===== src/rtl/free_list_pkg.sv =====
`default_nettype none
// ============================================================================
//  free_list_pkg
//  Shared types and constants for the rename-stage physical-register free list.
//  Revision: 1.0
// ============================================================================
package free_list_pkg;

  localparam int NUM_PR   = 64;
  localparam int NUM_ARCH = 32;
  localparam int NUM_ROB  = 8;
  localparam int FL_SIZE  = NUM_PR - NUM_ARCH;

  localparam int PR_W     = $clog2(NUM_PR);
  localparam int ROB_W    = $clog2(NUM_ROB);
  localparam int FL_IDX_W = $clog2(FL_SIZE);
  localparam int PTR_W    = FL_IDX_W + 1;
  localparam int CNT_W    = $clog2(FL_SIZE) + 1;

  typedef struct packed {
    logic [PR_W-1:0] T_idx;
  } FL_MAP_TABLE_OUT_t;

  typedef struct packed {
    logic [PR_W-1:0] Told_idx;
  } ROB_FL_OUT_t;

  // MSB is the wrap bit that tells full apart from empty.
  typedef struct packed {
    logic                wrap;
    logic [FL_IDX_W-1:0] idx;
  } FL_PTR_t;

  localparam FL_PTR_t FL_RESET_HEAD = '{wrap: 1'b0, idx: '0};
  localparam FL_PTR_t FL_RESET_TAIL = '{wrap: 1'b1, idx: '0};

  function automatic FL_PTR_t ptr_inc(input FL_PTR_t p);
    logic [PTR_W-1:0] v;
    v = p + PTR_W'(1);
    return FL_PTR_t'(v);
  endfunction

endpackage
`default_nettype wire


===== src/rtl/free_list.sv =====
`default_nettype none
// ============================================================================
//  free_list
//  Circular FIFO of free physical registers with per-ROB-entry head checkpoints.
//  Revision: 1.0
// ============================================================================
module free_list
  import free_list_pkg::*;
(
  input  logic                 clock,
  input  logic                 reset,
  input  logic                 en,
  input  logic                 dispatch_en,
  input  logic                 retire_en,
  input  logic [PR_W-1:0]      retire_Told_idx,
  input  logic                 rollback_en,
  input  logic [ROB_W-1:0]     ROB_idx,
  input  logic [ROB_W-1:0]     ROB_rollback_idx,
  output FL_MAP_TABLE_OUT_t    FL_Map_Table_out,
  output logic                 FL_valid,
  output logic [CNT_W-1:0]     FL_count
);

  logic [PR_W-1:0] r_fl [FL_SIZE];
  FL_PTR_t         r_head;
  FL_PTR_t         r_tail;
  FL_PTR_t         r_backup [NUM_ROB];

  logic [PR_W-1:0] w_fl_next [FL_SIZE];
  FL_PTR_t         w_head_next;
  FL_PTR_t         w_tail_next;
  FL_PTR_t         w_backup_next [NUM_ROB];

  logic w_empty;
  logic w_full;
  logic w_pop;
  logic w_push;

  assign w_empty = (r_head == r_tail);
  assign w_full  = (r_head.idx == r_tail.idx) && (r_head.wrap != r_tail.wrap);

  // A rollback squashes any same-cycle dispatch; a retire is older and still lands.
  assign w_pop  = en && dispatch_en && !w_empty && !rollback_en;
  assign w_push = en && retire_en;

  assign FL_Map_Table_out.T_idx = r_fl[r_head.idx];
  assign FL_valid               = !w_empty;
  assign FL_count               = CNT_W'(r_tail - r_head);

  always_comb begin
    w_fl_next   = r_fl;
    w_head_next = r_head;
    w_tail_next = r_tail;
    if (en && rollback_en) begin
      w_head_next = r_backup[ROB_rollback_idx];
    end else if (w_pop) begin
      w_head_next = ptr_inc(r_head);
    end
    if (w_push) begin
      w_fl_next[r_tail.idx] = retire_Told_idx;
      w_tail_next           = ptr_inc(r_tail);
    end
  end

  // Checkpoint the post-pop head so it lines up with the map-table snapshot.
  always_comb begin
    w_backup_next = r_backup;
    if (w_pop) begin
      w_backup_next[ROB_idx] = ptr_inc(r_head);
    end
  end

  always_ff @(posedge clock or negedge reset) begin
    if (!reset) begin
      for (int i = 0; i < FL_SIZE; i++) begin
        r_fl[i] <= PR_W'(NUM_ARCH + i);
      end
      for (int j = 0; j < NUM_ROB; j++) begin
        r_backup[j] <= FL_RESET_HEAD;
      end
      r_head <= FL_RESET_HEAD;
      r_tail <= FL_RESET_TAIL;
    end else if (en) begin
      r_fl     <= w_fl_next;
      r_backup <= w_backup_next;
      r_head   <= w_head_next;
      r_tail   <= w_tail_next;
    end
  end

  property p_no_overfill;
    @(posedge clock) disable iff (!reset)
      (en && retire_en && !w_pop) |-> !w_full;
  endproperty
  a_no_overfill: assert property (p_no_overfill)
    else $error("free list overfilled by retire push");

endmodule
`default_nettype wire


===== config.mk =====
export PLATFORM = sky130hd
export DESIGN_NAME = free_list
export DESIGN_NICKNAME = d
export VERILOG_FILES = /design/src/rtl/free_list_pkg.sv /design/src/rtl/free_list.sv
export SDC_FILE = /design/constraint.sdc
export NUM_CORES = 1
export LEC_CHECK = 0
export CAP_MARGIN = 20
export CORE_ASPECT_RATIO = 0.6
export CORE_MARGIN = 8
export CORE_UTILIZATION = 30
export DETAILED_ROUTE_END_ITERATION = 8
export HOLD_SLACK_MARGIN = 0.03
export SETUP_SLACK_MARGIN = 0.15
export SYNTH_ARGS = -nofsm -noshare
export SYNTH_HDL_FRONTEND = slang
export SYNTH_SLANG_ARGS = --single-unit

===== constraint.sdc =====
create_clock -name clock -period 3.4 [get_ports clock]
set_input_delay 0.51 -clock clock [delete_from_list [all_inputs] [get_ports clock]]
set_output_delay 0.51 -clock clock [all_outputs]
set_load 0.05 [all_outputs]

==> changes_impl.md, run 1 <==
### Physical design

* Status: finished clean
* Htree depth at 1
* Post-synth EDFFs at 0
* Clock skew at ~0.014 ns
* Site Rows at around 56
* Final period util at 92.6%
* WL/cell at roughly 22 um
* Die X at 274 um
* Synthesized instance count at between 700 and 800
* Hpwl dp at around 21000 um
* Port-buffer cells at 30
* ANT cells at 0
* Count leader, synth: mux2_2
* Leakage at 5.87 nW
* FF+latch count, synth at 252
* Worst Path Arrival at 2.64 ns
* Core area at ~39000 um^2
* Fmax achieved at 318 MHz
* DRT Pass-1 Iters at 5
* First-pass GRT wire length at about 48000 um
* Yosys chip area at 12000 um^2
* Worst-margin pin slew at between 1 and 1.5 ns
* Largest cells by area: dfrtp_1 (29%), dfstp_2 (25%), mux2_2 (22%)
* CP Class: reg2out
* Post-synth top area cell: dfrtp_1
* Min Hold Slack at about 0.50 ns
* VDD IR max at 0.503 mV
* Fill count at 3729
* Syn avg cell area at approximately 15 um^2
* Initial Util at a little under a third
* RSZ-0062 raised after global routing: no
* Place WS at 0.594 ns
* # Cells Yosys at 794
* Vias/cell at just over 5
* Post-route cell area at between 10000 and 15000 um^2
* # setup viols final at 0
* I/O pin count at 31
* Via count at 6994
* Total congestion overflow at 0
* Fin crit period at 3.15 ns
* Hold crit path type: reg2reg
* Min setup slack post-route at 0.253 ns
* Die Ht at approximately 170 um
* Number of global-route vias before repair at 7440
* Main flop type: dfrtp_1
* Pin count of the biggest net entering global routing at 80
* Slew Viols, Final at 0
* Synth Seq Share at a little over half
* CP Capture Type: output port
* Nets at 863
* Distinct lib cells used at 50
* Reg clk slew, reported paths at 0.06 ns
* Fin. Hold Viols at 0
* CP Max Fanout at 15
* Startpoint types: register
* Worst skew pair latency at 0.53 ns
* DRC Markers at 0
* Final core utilization at 35.5%
* Mapped Nets at 823
* Total track usage at 13.2%
* Setup TNS at 0 ns
* Pwr/cell area at 909 nW/um^2
* Antenna Nets Post-Route at 0
* Slew HR at 29.4%
* Routability Congestion at 0.809
* Share of post-route cells with drive strength above 1 at 59.5%
* Top cells by count, synth: mux2_2 (234), dfrtp_1 (139), dfstp_2 (113)
* Area leader share at 29.1%
* Ys Warns at 0
* Root Driver: clkbuf_16
* Synth-to-layout area growth at 16.2%
* Initial antenna violation count at 0
* OpenROAD warnings at 29
* Synth async-reset ratio at 100%
* Total wire length at 30100 um
## run 1: layout by cell type (no fill, tap or decap), types with 4 or more instances in the layout
cell type,count
nor2_1,22
nor3b_1,4
clkbuf_8,4
nand2_1,26
nand3_1,14
mux4_2,60
a21oi_1,4
mux2i_1,10
dfstp_2,113
nor4_2,6
o21ai_0,4
xnor2_1,8
o22ai_1,27
clkbuf_1,4
ha_1,10
mux2_2,234
inv_1,17
clkbuf_16,25
nand3b_1,4
xor2_1,4
buf_4,29
dfrtp_1,137
and3_1,4
clkdlybuf4s50_1,17
buf_12,9
nor3_1,4
clkinv_2,7
## run 1: cells by family (layout without fill, tap and decap cells)
group,Yosys count,count (layout),synth area share [%]
xor+xnor,13,13,1.02
compound gates,53,53,3.03
mux,304,304,34.2
flops,252,252,54.0
buf+inv,61,119,2.11
simple gates,100,100,4.48
fa+ha+maj,11,11,1.21
## run 1: cell type report
type                            count  area, um^2  area share [%]
Sequential cell                   252        6450            46.5
Multi-Input combinational cell    481        5290            38.1
Clock buffer                       33         696            5.01
Tap cell                          522         653            4.70
Timing Repair Buffer               57         593            4.27
Clock inverter                     11         134           0.964
Inverter                           18        67.6           0.486
## run 1: registers in the layout (all words and copies together), names as in the netlist
signal and count:
r_tail 6, r_backup 48, r_fl 192, r_head 6
## run 1: critical path, cell delays in order, from the launching register on
cell,delay [ns]
dfrtp_4,0.59
buf_4,0.29
mux4_2,0.57
o22ai_1,0.36
nor4_2,0.07
buf_4,0.21
## run 1: per-layer routing
metal | vias to the layer above | GRT usage [%] | share of wire (%)
li1 | 3063 | - | -
met5 | - | 0 | 0
met4 | 0 | 2.11 | 1.4
met2 | 132 | 18.1 | 41
met3 | 34 | 2.87 | 5.2
met1 | 3765 | 21.0 | 52
## run 1: per-stage QoR
step           std cells  power, mW
3_3_place_gp        1324       9.67
5_1_grt             1374       13.3
6_report            1374       12.6
3_5_place_dp        1324       9.77
2_1_floorplan        794       8.03
4_1_cts             1374       12.7
## run 1: timing repair
item,in CTS,in global routing
hold buffers,1,0
hold endpoints to repair,44,0
endpoints found under the setup margin,8,3
setup buffers,5,0
resized,1,4
pin swaps,1,1
## run 1: report_power, final
group          switching (mW)  total, mW  internal, mW  leakage [nW]
combinational            2.71       5.02          2.31          2.46
clock                    1.19       2.85          1.66         0.416
sequential              0.586       4.76          4.18          2.99
total                    4.48       12.6          8.15          5.87
## run 1: path summary, 6_finish.rpt
path                           start  slack [ns]             endpoint  depth (start not counted)
max                        r_head[0]        0.25  FL_Map_Table_out[1]                          5
min                        r_fl[130]        0.50            r_fl[130]                          1
max reg2reg                r_head[2]        0.82         r_backup[37]                          7
min in group asynchronous      reset        0.55         r_backup[47]                          2
min reg2reg                r_fl[130]        0.50            r_fl[130]                          1
max in group asynchronous      reset        1.90            r_fl[161]                          3
Figure 1. Clock wires, drivers and flops (run 1).
Scale: 2 px per um.
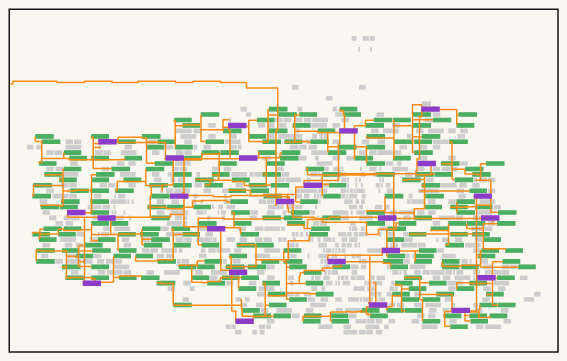
[orange] clock wires | length: 3440 um
[purple] cells driving clock nets | count: 24
[green] flip-flops | count: 252
routed clock nets: 25

Figure 2. Clock nets (run 1).
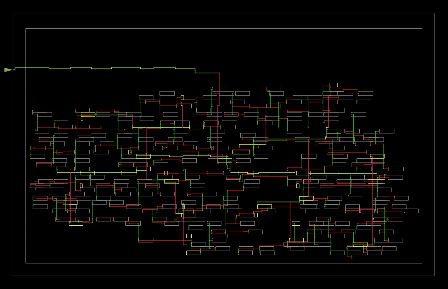
clock network power: 2.85 mW
clock sinks: 252
Num CTS Buffers: 24
Seq cells: 252

Figure 3. Placement by cell class (run 1).
Scale: 2 px per um. Fill, decap, tap and diode cells in gray.
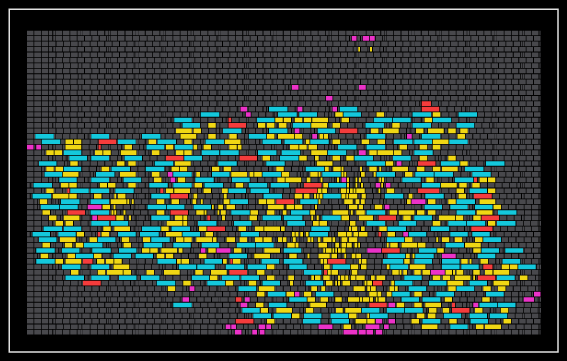
[yellow] all other logic | cells: 499 | share of their area: 41%
[magenta] other buffers and delay cells | cells: 57 | share of their area: 4.5%
[cyan] flip-flops | cells: 252 | share of their area: 49%
[red] clock drivers and dummy loads | cells: 44 | share of their area: 6.3%

Figure 4. Nets reached from selected ports (run 1).
Scale: 2 px per um.
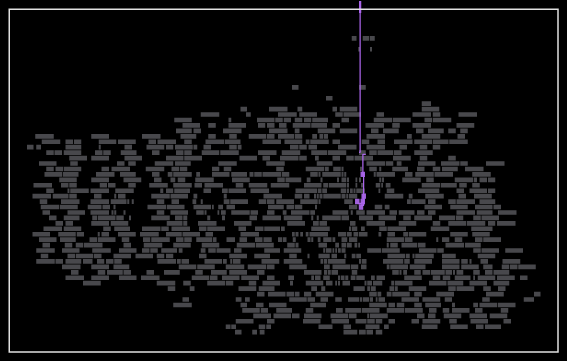
[purple] retire_en | bits: 1 | direction: input | edge: top | end cells: 5 | buffers: 1 | wire: 103 um

Figure 5. Met2 routing (run 1).
Scale: 2 px per um. Cells faint in the background.
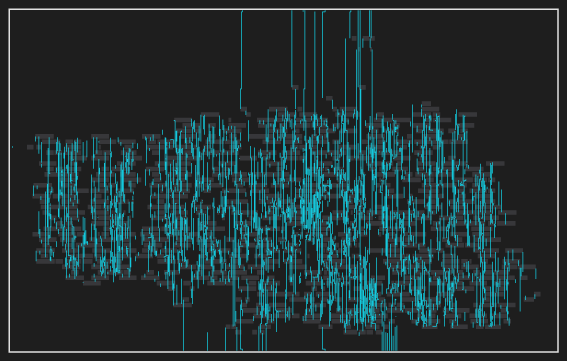

## Run 2: what changed since run 1
--- a/config.mk
+++ b/config.mk
@@ -15,3 +15,4 @@
 export SYNTH_ARGS = -nofsm -noshare
 export SYNTH_HDL_FRONTEND = slang
 export SYNTH_SLANG_ARGS = --single-unit
+export TNS_END_PERCENT = 30
Figure 6. Met2 routing (run 2).
Scale: 2 px per um. Cells faint in the background.
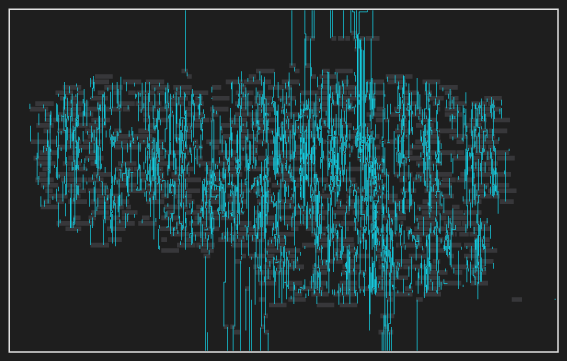
share of all routed wire: 42%
nets with wire on the layer: 803

==> run 2 against run 1 <==
- first-iteration DRC count is 6.7% lower
- non-clock buffer count is 6 higher
- sequential cell count stayed put
- power hardly changed
- sequential share of layout area hardly changed
- synthesized cell count stayed put
- largest power group unchanged
- area after synthesis stayed put
==> changes_impl.md, run 2 <==
### Physical design

* OpenROAD warnings at 34 (+17%)
* Total track usage at 13.0% (-0.20 points)
* Cts hold-fix bufs at 0 (-1)
* Port-buffer cells at 30 (unchanged)
* Post-synth EDFFs at 0 (unchanged)
* I/O pin count at 31 (unchanged)
* Setup TNS at 0 ns (unchanged)
* Total wire length at 30500 um (+1.5%)
* Pin count of the biggest net entering global routing at 107 (+34%)
* Pwr/cell area at 909 nW/um^2 (about the same)
* VDD IR max at 0.553 mV (+9.9%)
* Syn avg cell area at 15.1 um^2 (unchanged)
* Distinct lib cells used at 50 (unchanged)
* Synth async-reset ratio at 100% (unchanged)
* CP Max Fanout at 14 (-1)
* Final period util at 95.1% (+2.5 points)
* Mux cell area share at 34.2% (unchanged)
* WL/cell at 22.1 um (+1.0%)
* Fmax achieved at 309 MHz (-2.6%)
* Largest cells by area: dfrtp_1 (29%), dfstp_2 (25%), mux2_2 (22%)
* DRT Pass-1 Iters at 4 (-1)
* GRT met3 Usage at 2.66% (-0.21 points)
* Num CTS Buffers at 24 (unchanged)
* Routability Congestion at 0.860 (+6.3%)
* Startpoint types: register
* Total congestion overflow at 0 (unchanged)
* Ao+oa area frac at 3.03% (unchanged)
* Die X at 274 um (unchanged)
* Number of max-cap violations at 0
* Overall power at 12.6 mW (about the same)
* Top cell excl fill/tap: mux2_2
* Slew HR at 42.4% (+13 points)
* ANT cells at 0 (unchanged)
* Nets at 869 (+0.70%)
* Root Driver: clkbuf_16
* Worst-margin pin slew at 0.863 ns (-0.188 ns)
* Yosys chip area at 12000 um^2 (unchanged)
* Area leader share at 29.1% (unchanged)
* Hold crit path type: in2async
* # setup viols final at 0 (unchanged)
* Main flop type: dfrtp_1
* DRC Markers at 0 (unchanged)
* Vias/cell at 5.18 (+1.7%)
* CP Capture Type: output port
* Top flop regs: r_fl x192, r_backup x48
* RSZ-0062 raised after global routing: yes
* Count leader, synth: mux2_2
* Leakage at 5.88 nW (+0.26%)
* Synthesized instance count at 794 (unchanged)
* Share of post-route cells with drive strength above 1 at 59.7% (+0.17 points)
* Simple-gate share of the synthesized area at 4.48% (unchanged)
* Fin crit period at 3.23 ns (+0.0844 ns)
* Adder Share, Synth at 1.21% (unchanged)
* Initial antenna violation count at 0 (unchanged)
* Via count at 7143 (+2.1%)
* Reg clk slew, reported paths at 0.07 ns (about the same)
* Top reg by flops: r_fl
* Hpwl dp at 20800 um (+0.73%)
* Met2 capacity usage during global routing at 18.3% (+0.25 points)
* Top cells by count, synth: mux2_2 (234), dfrtp_1 (139), dfstp_2 (113)
* Ys Warns at 0 (unchanged)
* Post-synth top area cell: dfrtp_1
* Grt peak-use layer: met1
* Status: finished clean
* Antenna Nets Post-Route at 0 (unchanged)
* Top non-seq family: multiplexers
* Htree depth at 1 (unchanged)
* XORs/XNORs by Area at 1.02% (unchanged)
* Met1 Resource Use GR at 20.4% (-0.62 points)
* Core area at 39200 um^2 (unchanged)
* Slew Viols, Final at 0 (unchanged)
* # Cells Yosys at 794 (unchanged)
* Most frequent logic cells in the routed design: mux2_2 (234), dfrtp_1 (136), dfstp_2 (113)
* Mapped Nets at 823 (unchanged)
* Worst Path Arrival at 2.72 ns (+0.08 ns)
* Number of global-route vias before repair at 7229 (-2.8%)
* Die Ht at 171 um (unchanged)
* Worst skew pair latency at 0.54 ns (about the same)
* Initial Util at 30.5% (unchanged)
* Synth Seq Share at 54.0% (unchanged)
* CP Class: reg2out
* FF+latch count, synth at 252 (unchanged)
* First-pass GRT wire length at 46900 um (-1.5%)
* Max reg flops at 192 (unchanged)
* Fin. Hold Viols at 0 (unchanged)
* Clock sinks at 252 (unchanged)
* Site Rows at 56 (unchanged)
[run 2: cell counts after synthesis]
No cell type changed its count.
[run 2: metrics by stage]
| stage | setup WS, ns | cell area [um^2] | cells | utilization, % | hold slack [ns] |
|---|---|---|---|---|---|
| global route | 0.0692 | 13900 | 1380 | 35.5 | 0.0675 |
| detailed placement | 0.413 | 13000 | 1330 | 33.1 | 0.489 |
| CTS | 0.104 | 13900 | 1379 | 35.5 | 0.0563 |
| global placement | 0.393 | 13000 | 1330 | 33.1 | 0.482 |
| floorplan | 0.148 | 12000 | 794 | - | 0.214 |
| finish | 0.168 | 13900 | 1380 | 35.5 | 0.0204 |
[run 2: area by class of cell]
cell class	count	area, um^2
fillers	3663	25300
well taps	522	653
inverters	18	67.6
clock inverters	9	129
multi-input cells	481	5270
clock buffers	35	723
repair buffers	63	606
flip-flops and latches	252	6450
[run 2: final timing paths]
kind	startpoint	to	slack (ns)	cells after the start
worst max-delay path	r_head[1]	FL_count[5]	0.17	7
worst min-delay path	reset	r_backup[47]	0.02	1
worst max register to register	r_head[4]	r_backup[7]	0.80	7
worst min register to register	r_backup[32]	r_backup[32]	0.50	1
max in group asynchronous	reset	r_fl[179]	2.38	2
min in group clock	r_backup[32]	r_backup[32]	0.50	1
[run 2: repair_timing]
item | CTS | global route
pin swaps | 0 | 1
setup endpoints to repair | 10 | 4
setup buffers | 5 | 1
resized | 2 | 2
[run 2: layer usage]
metal,part of all wire [%],vias up
li1,-,3062
met1,51,3884
met2,42,172
met3,5.9,25
met4,1.3,0
met5,0,-
[run 2: worst max-delay path, stage by stage (launching register included)]
cell and delay [ns]:
dfrtp_2 0.62, inv_1 0.16, ha_1 0.36, nor2b_1 0.14, o21a_1 0.19, o21a_1 0.19
o211ai_1 0.25, buf_4 0.26
[run 2: where the power goes]
group	leakage, nW	internal [mW]	switching [mW]
Sequential	2.99	4.18	0.615
Clock	0.415	1.71	1.20
Combinational	2.48	2.25	2.69
[run 2: cell families after synthesis]
| logic type | after synthesis |
|---|---|
| muxes | 304 |
| xor gates and xnor gates | 13 |
| buffers and inverters | 61 |
| AOI/OAI and AO/OA | 53 |
| and+or+nand+nor | 100 |
| DFF | 252 |
| adders and majority gates | 11 |
Figure 7. Nets reached from selected ports (run 2).
Scale: 2 px per um.
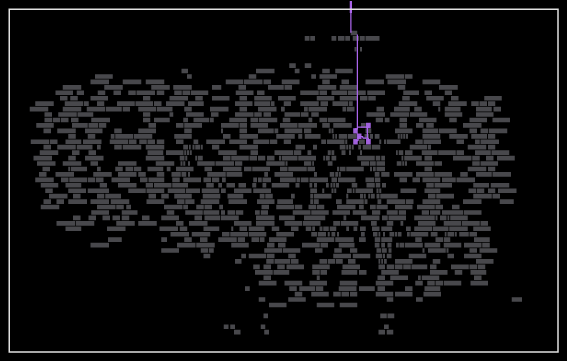

## Run 3: what changed since run 2
==> constraint.sdc (replaced) <==
create_clock -name clock -period 3.4 [get_ports clock]
set_input_delay 0.51 -clock clock [delete_from_list [all_inputs] [get_ports clock]]
set_output_delay 0.51 -clock clock [all_outputs]
set_load 0.02 [all_outputs]
Figure 8. Nets reached from selected ports (run 3).
Scale: 2 px per um.
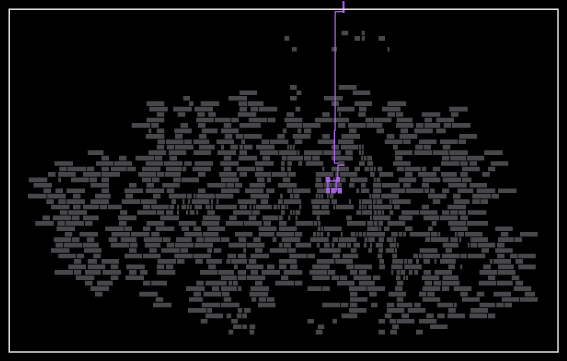
[purple] retire_en | bits: 1 | direction: input | edge: top | end cells: 5 | buffers: 1 | wire: 114 um

==> run 3 against run 2 <==
- fmax is 0.95% lower
- largest power group is now sequential cells
- setup slack worse by 0.031 ns
- largest cell class unchanged
- sequential power hardly changed
- global-route usage hardly changed
==> changes_impl.md, run 3 <==
### Physical design

* Status: finished clean
* Number of global-route vias before repair at 7269 (+0.55%)
* CP most frequent cell: buf_4
* CP Buf/Inv Count at 4 (+2)
* Routability Congestion at 0.861 (about the same)
* Top reg by flops: r_fl
* Top Layer Used: met4
* RSZ-0062 raised after global routing: yes
* Top cell excl fill/tap: mux2_2
* Hold crit path type: in2async
* Antenna Nets Post-Route at 0 (unchanged)
* Main flop type: dfrtp_1
* CP Capture Type: output port
* Vias/cell at 5.12 (-1.2%)
* Overall power at 12.4 mW (-1.7%)
* Hpwl dp at 20800 um (about the same)
* Slowest-stage cell, CP: mux4_2
* I/O pin count at 31 (unchanged)
* CP cell instances: buf_4, clkbuf_16, mux4_2, o22ai_4, nor4_2, buf_4, dlygate4sd2_1
* Worst Path Arrival at 2.75 ns (+0.03 ns)
* Final std cells w/o fill at 1386 (+0.43%)
* Post-synth EDFFs at 0 (unchanged)
* Largest cells by area: dfrtp_1 (29%), dfstp_2 (25%), mux2_2 (22%)
* Synth Seq Share at 54.0% (unchanged)
* Clock sinks at 252 (unchanged)
* Core area at 39200 um^2 (unchanged)
* WL/cell at 21.9 um (-0.78%)
* CP top delay family: buffers and inverters
* Slew Viols, Final at 0 (unchanged)
* Fmax achieved at 306 MHz (-0.95%)
* Mux cell area share at 34.2% (unchanged)
* Clock skew at 0.0160 ns
* Worst skew pair latency at 0.54 ns (about the same)
* Initial Util at 30.5% (unchanged)
* Pin count of the biggest net entering global routing at 97 (-9.3%)
* Leakage at 5.99 nW (+1.8%)
* Clock Path Buffers at 3
* Number of max-cap violations at 0 (unchanged)
* DRC Markers at 0 (unchanged)
* CTS tree: yes
* Most frequent logic cells in the routed design: mux2_2 (234), dfrtp_1 (135), dfstp_2 (113)
* Min Hold Slack at 0.0180 ns (-0.00238 ns)
* Fin. Hold Viols at 0 (unchanged)
* Fill count at 3684 (+0.57%)
* Via count at 7090 (-0.74%)
* Ys Warns at 0 (unchanged)
* Share of post-route cells with drive strength above 1 at 61.0% (+1.3 points)
* ANT cells at 0 (unchanged)
* Die X at 274 um (unchanged)
* # Cells Yosys at 794 (unchanged)
* Count leader, synth: mux2_2
* Pwr/cell area at 882 nW/um^2 (-2.9%)
* Top cells by count, synth: mux2_2 (234), dfrtp_1 (139), dfstp_2 (113)
* Site Rows at 56 (unchanged)
* OpenROAD warnings at 31 (-8.8%)
* Initial antenna violation count at 0 (unchanged)
* Synth-to-layout area growth at 17.9%
* Worst-margin pin slew at 0.997 ns (+0.133 ns)
* Synthesized instance count at 794 (unchanged)
* Syn avg cell area at 15.1 um^2 (unchanged)
* Top flop regs: r_fl x192, r_backup x48
* Post-DP Area at 13000 um^2 (+0.59%)
* Area leader share at 29.1% (unchanged)
* Mapped Nets at 823 (unchanged)
* Total congestion overflow at 0 (unchanged)
* CP Max Fanout at 13 (-1)
* DRT iter0 DRCs at 541
* DIE AREA at 46700 um^2
* Die Ht at 171 um (unchanged)
* VDD IR max at 0.431 mV (-22%)
* CP max stage delay at 0.54 ns (-0.08 ns)
* Num CTS Buffers at 24 (unchanged)
* Placed insts at 1337 (+0.53%)
* Yosys chip area at 12000 um^2 (unchanged)
* DRT Pass-1 Iters at 5 (+1)
* Total wire length at 30400 um (-0.34%)
* First-pass GRT wire length at 47100 um (+0.52%)
* Port-buffer cells at 30 (unchanged)
* Ao+oa area frac at 3.03% (unchanged)
* Post-synth top area cell: dfrtp_1
* Met2 WL post-DR at 12300 um (-4.5%)
* Htree depth at 1 (unchanged)
* FF-to-FF Start: r_head[0]
* Total track usage at 13.0% (+0.043 points)
* Slew HR at 33.1% (-9.4 points)
* FF+latch count, synth at 252 (unchanged)
* Final period util at 96.0% (+0.91 points)
* Place WS at 0.325 ns (-0.0877 ns)
* DR WL met3 at 1410 um (-21%)
* CP Data Required Time at slightly below 3 ns
* Min setup slack post-route at 0.137 ns (-0.0309 ns)
* Cts hold-fix bufs at 0 (unchanged)
* Final core utilization at 36.0% (+0.47 points)
* Adder Share, Synth at 1.21% (unchanged)
* Simple-gate share of the synthesized area at 4.48% (unchanged)
* WL met1 at 16000 um (+3.8%)
* CP startpoint: r_head[0]
* Startpoint types: register
* Mapped Area at 12000 um^2
* Root Driver: clkbuf_16
* Max reg flops at 192 (unchanged)
* Nets at 875 (+0.69%)
* Distinct lib cells used at 50 (unchanged)
* Top non-seq family: multiplexers
* CP Class: reg2out
* XORs/XNORs by Area at 1.02% (unchanged)
* Synth async-reset ratio at 100% (unchanged)
* Reg clk slew, reported paths at 0.07 ns (about the same)
* Fin crit period at 3.26 ns (+0.0309 ns)
* Post-route cell area at 14100 um^2 (+1.3%)
* Setup TNS at 0 ns (unchanged)
* # setup viols final at 0 (unchanged)
==> run 3: metal layers <==
metal,global-route usage [%],vias to the layer above
met5,0,-
met4,3.01,0
met3,2.58,46
met2,17.7,145
met1,20.7,3807
li1,-,3092
==> run 3: area by class of cell <==
| cell class | instances | area (um^2) | share of cell area, % |
|---|---|---|---|
| Clock buffer | 30 | 684 | 4.86 |
| Clock inverter | 14 | 226 | 1.61 |
| Inverter | 18 | 67.6 | 0.480 |
| Multi-Input combinational cell | 481 | 5340 | 37.9 |
| Sequential cell | 252 | 6450 | 45.8 |
| Tap cell | 522 | 653 | 4.64 |
| Timing Repair Buffer | 69 | 664 | 4.72 |
==> run 3: cells by family (layout without fill, tap and decap cells) <==
| family | Yosys count | count (layout) |
|---|---|---|
| AND-OR/OR-AND | 53 | 53 |
| multiplexers | 304 | 304 |
| XOR/XNOR | 13 | 13 |
| buffers and inverters | 61 | 131 |
| adder cells (fa/ha/maj) | 11 | 11 |
| flip-flops | 252 | 252 |
| AND/OR/NAND/NOR | 100 | 100 |
==> run 3: worst reg2reg max path: stages (launching register included) <==
cell and delay, ns:
dfrtp_4 0.51, buf_4 0.18, clkbuf_16 0.20, ha_1 0.24
nand3_1 0.10, xnor2_1 0.79, mux2_2 0.30
==> run 3: worst paths after layout <==
check | end | slack, ns | depth (start not counted)
max in group asynchronous | r_fl[35] | 2.48 | 2
setup reg to reg | r_backup[28] | 1.01 | 6
hold reg to reg | r_fl[124] | 0.50 | 1
setup / recovery | FL_Map_Table_out[5] | 0.14 | 7
hold / removal | r_backup[39] | 0.02 | 1
min in group clock | r_fl[124] | 0.50 | 1
==> run 3: timing repair <==
| item | in CTS | in global routing |
|---|---|---|
| resized | 15 | 19 |
| cloned | 0 | 1 |
| buffers inserted | 2 | 2 |
| setup endpoints to repair | 10 | 9 |
| pin swaps | 1 | 1 |
==> run 3: report_power, final <==
part           switching [mW]  internal, mW  total, mW
combinational            2.28          2.29       4.57
sequential              0.577          4.18       4.76
clock                    1.21          1.89       3.10
No activity file was given, so power comes from the tool's default toggle rates.
